<file path="config.mk">
export PLATFORM = sky130hd
export DESIGN_NAME = hazard_forward_unit
export DESIGN_NICKNAME = d
export VERILOG_FILES = /design/src/rtl/hazard_forward_unit_pkg.sv /design/src/rtl/hazard_forward_unit_fwd_select.sv /design/src/rtl/hazard_forward_unit.sv
export SDC_FILE = /design/constraint.sdc
export NUM_CORES = 1
export LEC_CHECK = 0
export CORE_MARGIN = 2
export CORE_UTILIZATION = 49
export CTS_BUF_LIST = sky130_fd_sc_hd__clkbuf_16
export CTS_CLUSTER_SIZE = 25
export DETAILED_ROUTE_END_ITERATION = 10
export GPL_ROUTABILITY_DRIVEN = 0
export PLACE_DENSITY = 0.82
export SLEW_MARGIN = 20
export SYNTH_ARGS = -nofsm -noshare
export SYNTH_HDL_FRONTEND = slang
export SYNTH_SLANG_ARGS = --single-unit
</file>
<file path="constraint.sdc">
create_clock -name clock -period 1.8 [get_ports clock]
set_input_delay 0.36 -clock clock [delete_from_list [all_inputs] [get_ports clock]]
set_output_delay 0.36 -clock clock [all_outputs]
set_load 0.1 [all_outputs]
</file>
<file path="src/rtl/hazard_forward_unit_pkg.sv">
// Shared constants and types for the hazard/forwarding unit.
package hazard_forward_unit_pkg;

  localparam int SEL_W = 5;
  typedef logic [SEL_W-1:0] sel_t;

  localparam sel_t SEL_RF      = 5'b00001;
  localparam sel_t SEL_EXM_TOP = 5'b00010;
  localparam sel_t SEL_EXM_BOT = 5'b00100;
  localparam sel_t SEL_MWB_TOP = 5'b01000;
  localparam sel_t SEL_MWB_BOT = 5'b10000;

  typedef enum logic {
    RUN        = 1'b0,
    LOAD_STALL = 1'b1
  } state_t;

  localparam int SLOT_ADDR_W = 4;

  typedef struct packed {
    logic valid;
    logic wr_top;
    logic wr_bot;
    logic is_load;
  } slot_flags_t;

  localparam int SLOT_FLAGS_W = $bits(slot_flags_t);

endpackage

</file>
<file path="src/rtl/hazard_forward_unit_fwd_select.sv">
// One ALU operand select: youngest matching lane wins, else register file.
module fwd_select
  import hazard_forward_unit_pkg::*;
#(
  parameter int W = SLOT_ADDR_W
) (
  input  logic [W-1:0] src,
  input  logic         used,
  input  logic         id_valid,
  input  logic         exm_ok,
  input  logic         exm_wr_top,
  input  logic         exm_wr_bot,
  input  logic [W-1:0] exm_dst_top,
  input  logic [W-1:0] exm_dst_bot,
  input  logic         mwb_ok,
  input  logic         mwb_wr_top,
  input  logic         mwb_wr_bot,
  input  logic [W-1:0] mwb_dst_top,
  input  logic [W-1:0] mwb_dst_bot,
  output sel_t         sel
);

  logic q;
  logic hit_et, hit_eb, hit_mt, hit_mb;

  always_comb begin
    q      = id_valid && used;
    hit_et = q && exm_ok && exm_wr_top && (exm_dst_top == src);
    hit_eb = q && exm_ok && exm_wr_bot && (exm_dst_bot == src);
    hit_mt = q && mwb_ok && mwb_wr_top && (mwb_dst_top == src);
    hit_mb = q && mwb_ok && mwb_wr_bot && (mwb_dst_bot == src);
    sel    = SEL_RF;
    if (hit_et)      sel = SEL_EXM_TOP;
    else if (hit_eb) sel = SEL_EXM_BOT;
    else if (hit_mt) sel = SEL_MWB_TOP;
    else if (hit_mb) sel = SEL_MWB_BOT;
  end

endmodule

</file>
<file path="src/rtl/hazard_forward_unit.sv">
// Forwarding selects and load-use stall; HAZARD_STALL_CNT_EN adds stall_count.
module hazard_forward_unit
  import hazard_forward_unit_pkg::*;
#(
  parameter int REG_ADDR_W = SLOT_ADDR_W
) (
  input  logic                  clock,
  input  logic                  reset_n,
  input  logic                  pipe_advance,
  input  logic                  flush,
  input  logic                  id_ex_valid,
  input  logic [REG_ADDR_W-1:0] id_ex_src_top,
  input  logic [REG_ADDR_W-1:0] id_ex_src_bot,
  input  logic                  id_ex_src_top_used,
  input  logic                  id_ex_src_bot_used,
  input  logic [REG_ADDR_W-1:0] id_ex_dst_top,
  input  logic [REG_ADDR_W-1:0] id_ex_dst_bot,
  input  logic                  id_ex_wr_top,
  input  logic                  id_ex_wr_bot,
  input  logic                  id_ex_is_load,
  output logic [SEL_W-1:0]      alu_input_sel_top,
  output logic [SEL_W-1:0]      alu_input_sel_bot,
`ifdef HAZARD_STALL_CNT_EN
  output logic [15:0]           stall_count,
`endif
  output logic                  stall
);

  slot_flags_t exm_f, mwb_f;
  logic [REG_ADDR_W-1:0] exm_dt, exm_db;
  logic [REG_ADDR_W-1:0] mwb_dt, mwb_db;
  state_t state, state_next;

  logic exm_ok, mwb_ok;
  logic use_top, use_bot, load_hit;

  assign exm_ok = exm_f.valid && !exm_f.is_load;
  assign mwb_ok = mwb_f.valid;

  always_comb begin
    use_top  = id_ex_src_top_used && (id_ex_src_top == exm_dt);
    use_bot  = id_ex_src_bot_used && (id_ex_src_bot == exm_dt);
    load_hit = id_ex_valid && exm_f.valid && exm_f.wr_top &&
               exm_f.is_load && (use_top || use_bot);
    stall      = 1'b0;
    state_next = state;
    unique case (state)
      RUN: begin
        if (load_hit && !flush) begin
          stall      = 1'b1;
          state_next = LOAD_STALL;
        end
      end
      LOAD_STALL: state_next = RUN;
      default:    state_next = RUN;
    endcase
  end

  always_ff @(posedge clock or negedge reset_n) begin
    if (!reset_n) state <= RUN;
    else          state <= state_next;
  end

  // A stall retires EXM into MWB and backfills EXM with a bubble.
  always_ff @(posedge clock or negedge reset_n) begin
    if (!reset_n) begin
      exm_f  <= '0;
      exm_dt <= '0;
      exm_db <= '0;
      mwb_f  <= '0;
      mwb_dt <= '0;
      mwb_db <= '0;
    end else if (stall) begin
      mwb_f  <= exm_f;
      mwb_dt <= exm_dt;
      mwb_db <= exm_db;
      exm_f  <= '0;
      exm_dt <= '0;
      exm_db <= '0;
    end else if (pipe_advance) begin
      mwb_f          <= exm_f;
      mwb_dt         <= exm_dt;
      mwb_db         <= exm_db;
      exm_f.valid    <= id_ex_valid && !flush;
      exm_f.wr_top   <= id_ex_wr_top;
      exm_f.wr_bot   <= id_ex_wr_bot;
      exm_f.is_load  <= id_ex_is_load;
      exm_dt         <= id_ex_dst_top;
      exm_db         <= id_ex_dst_bot;
    end
  end

  fwd_select #(.W(REG_ADDR_W)) u_sel_top (
    .src         (id_ex_src_top),
    .used        (id_ex_src_top_used),
    .id_valid    (id_ex_valid),
    .exm_ok      (exm_ok),
    .exm_wr_top  (exm_f.wr_top),
    .exm_wr_bot  (exm_f.wr_bot),
    .exm_dst_top (exm_dt),
    .exm_dst_bot (exm_db),
    .mwb_ok      (mwb_ok),
    .mwb_wr_top  (mwb_f.wr_top),
    .mwb_wr_bot  (mwb_f.wr_bot),
    .mwb_dst_top (mwb_dt),
    .mwb_dst_bot (mwb_db),
    .sel         (alu_input_sel_top)
  );

  fwd_select #(.W(REG_ADDR_W)) u_sel_bot (
    .src         (id_ex_src_bot),
    .used        (id_ex_src_bot_used),
    .id_valid    (id_ex_valid),
    .exm_ok      (exm_ok),
    .exm_wr_top  (exm_f.wr_top),
    .exm_wr_bot  (exm_f.wr_bot),
    .exm_dst_top (exm_dt),
    .exm_dst_bot (exm_db),
    .mwb_ok      (mwb_ok),
    .mwb_wr_top  (mwb_f.wr_top),
    .mwb_wr_bot  (mwb_f.wr_bot),
    .mwb_dst_top (mwb_dt),
    .mwb_dst_bot (mwb_db),
    .sel         (alu_input_sel_bot)
  );

`ifdef HAZARD_STALL_CNT_EN
  always_ff @(posedge clock or negedge reset_n) begin
    if (!reset_n)
      stall_count <= '0;
    else if (stall && stall_count != 16'hFFFF)
      stall_count <= stall_count + 16'd1;
  end
`endif

endmodule

</file>
**Routed metal per tile**

(6 px per micron) The die is cut into 12 by 12 equal tiles; dark purple is low, yellow is high, scaled to the fullest tile. Values are wire area over tile area, all layers added.
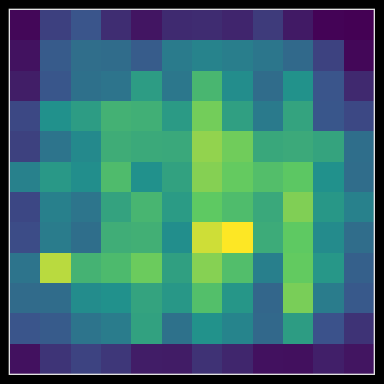
densest ninth of the die	centre
nearly empty tiles	2.8%
mean over tiles	0.32
emptiest ninth of the die	upper right
tiles over half the peak	40%
fullest tile	0.74

**Cell sizes after repair**

(4 px per micron)
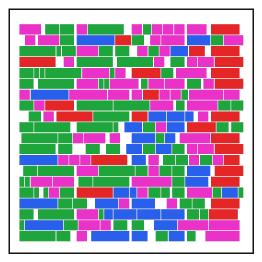
colour	size	cells	share
green	drive 1 or less	93	42%
red	drive 6 and up	24	11%
blue	drive 2	32	15%
magenta	drive 3 to 4	70	32%

==> results_slide.txt <==
Flow Results at a Glance

Status
  • Status: finished, violations left
  • Violated checks: negative setup slack

Power and ir drop
  • Pwr/cell area: 634 nW/um^2
  • Clock power frac: 0.261
  • Top Consumer: sequential cells
  • Switch Pwr: 0.581 mW
  • Internal power: 1.24 mW
  • Total Power: approximately 1.8 mW
  • Seq pwr share: 0.391
  • Comb power frac: 0.348
  • Switching share of power: 0.319
  • Seq. pwr: 0.713 mW
  • Comb pwr: 0.634 mW
  • P_leak: 1.26 nW

Final timing
  • Fin. Hold Viols: 0
  • Max Fclk: 422 MHz
  • Post-route minimum period: 2370 ps
  • Crit share post-route: 1.32
  • Final setup margin: -569 ps
  • Final Max Slew Viols: 0
  • Worst-margin pin slew: 397 ps
  • Hold Slack: 454 ps
  • RSZ-0062 raised after global routing: true
  • Clk_skew: 1.34 ps
  • Setup-failing EPs final: 27
  • Setup_tns: -6720 ps
  • Slew margin rel.: 0.735

Place
  • Post-DP Area: 2470 sq um
  • DP Cell Count: 248
  • Dpl hpwl: 3380 microns
  • PortBufs: 36
  • Pre-CTS setup slack: -661 ps

Worst setup path
  • CP Class: register to primary output
  • Crit path DRT: 1440 ps
  • Critical path peak fanout: 3
  • RR Endpoint: mwb_db[0]
  • Crit-path cells: buf_6, xor2_2, nor4_2, and3_1, nor4b_4, buf_12
  • CP Capture Point: alu_input_sel_bot[4]
  • Buffers and inverters on the worst path: 2
  • Worst path top cell family by delay: simple AND/OR/NAND/NOR gates
  • FF-to-FF path depth: 6
  • Crit path DAT: 2010 ps
  • Instance count on the critical path: 6
  • Max incr delay on CP: 430 ps
  • Startpoint types: register
  • Critical Path Source: mwb_db[2]
  • Reg-to-reg startpoint: exm_dt[0]
  • Reg2Reg Setup Slack: -190 ps
  • Worst path slowest cell: dfrtp_2
  • Crit. End Element: primary output

Logic synthesis
  • Ys flop type: dfrtp_1
  • Yosys stat chip area: 1570 sq um
  • Synthesized cell area: 1570 sq um
  • Area fraction in mux cells: 0.173
  • Cells in synth_stat.txt: 140
  • Main logic family: simple AND/OR/NAND/NOR gates
  • Simple share: 0.202
  • Synth area leaders: dfrtp_1 (38%), xnor2_1 (11%), mux2_4 (9.6%), mux2i_1 (7.0%), xor2_1 (6.7%)
  • Syn. warnings: 0
  • Post-synth ARST share: 1.00
  • Register share after synthesis: 0.382
  • Avg Inst Size Synth: 11.2 sq um
  • Mapped Cells: 140
  • Synthesized Nets: 166
  • Complex Gates by Area: 0.0207
  • Cell type with the largest total area: dfrtp_1
  • Adder share: 0
  • Number of synthesized flops with an enable pin: 0
  • Top-area cell share: 0.382
  • Synth Register Bits: 24
  • Xor/xnor share: 0.183
  • Synth top cells by count: dfrtp_1 (24), xnor2_1 (19), nor2_1 (13)
  • Cell Type Count: 33
  • Most common cell in the synthesized netlist: dfrtp_1

Finish
  • CLK BUF: 3
  • Dominant logic cell types in the final layout: buf_4 (38), dfrtp_1 (18), buf_12 (15)
  • Comb_multi_in: 107
  • Layout area overhead: 83.0%
  • Core Util, Final: 0.941
  • Largest cell class by area: combinational gates
  • Clock-cell share of area: 0.0261
  • Non-clock buffer share: 0.319
  • Design Area, Final: between 2000 and 3000 sq um
  • Fillers: 86
  • Dominant logic cell type in the layout: buf_4
  • FF/Latch Area: just over 600 sq um
  • Nets: 247
  • Layout cell share with drive strength beyond 1: 0.575
  • Gate Area: around 1200 sq um
  • Non-clock inverters: 1
  • Final Non-Filler Cells: 263
  • Flop share of the area: 0.212
  • Flip-flops: 24
  • Plain + repair buffers: 84

Global routing
  • Global routing met3 resource utilization: 0.0384
  • Met1 Track Usage GR: 0.433
  • Initial antenna violation count: 0
  • Grt ovf: 0
  • Largest net degree at the start of global routing: 25
  • Layer carrying the most global-route usage: met2
  • M2 GR Usage: 0.581
  • Vias in the first global route: 1615
  • GRT Total Usage: 0.339

Hold path
  • Worst min path class: primary input to async pin

Drt
  • Routed length per placed instance: 27.0 microns
  • Drt drc: 0
  • Vias per std cell: approximately 6.2
  • Highest Signal Layer: met4
  • Initial DRC count: around 110
  • M1 WL: around 2600 microns
  • Met3 routed WL: approximately 470 microns
  • Via count: 1637
  • Final wirelength: around 7100 microns
  • Drt pass-1 iters: 4

Clock tree
  • Cts repair resizes: 51
  • Root Buffer: clkbuf_16
  • Clock Latency Late Sink: 260 ps
  • Post-CTS Hold Buffers: 0
  • # Post-CTS Setup Buffers: 8
  • H-tree depth: 1
  • CTS tree: yes
  • Clk buf depth: 2
  • CTS Buf Count: 3
  • Clock Pin Slew Worst Setup and Hold Paths: 60 ps
  • CTS Sinks: 24

Floorplanning
  • Initial core utilization: 0.514
  • Die area: around 3700 sq um
  • Core box area: 3050 sq um
  • Tap Count: approximately 44
  • IO Pins: 37
  • Die Span Y: a little over 60 microns
  • Die extent in x: slightly above 60 microns

Job
  • Max-cap check violation count: 0
Power is estimated from default activity; no workload was simulated.
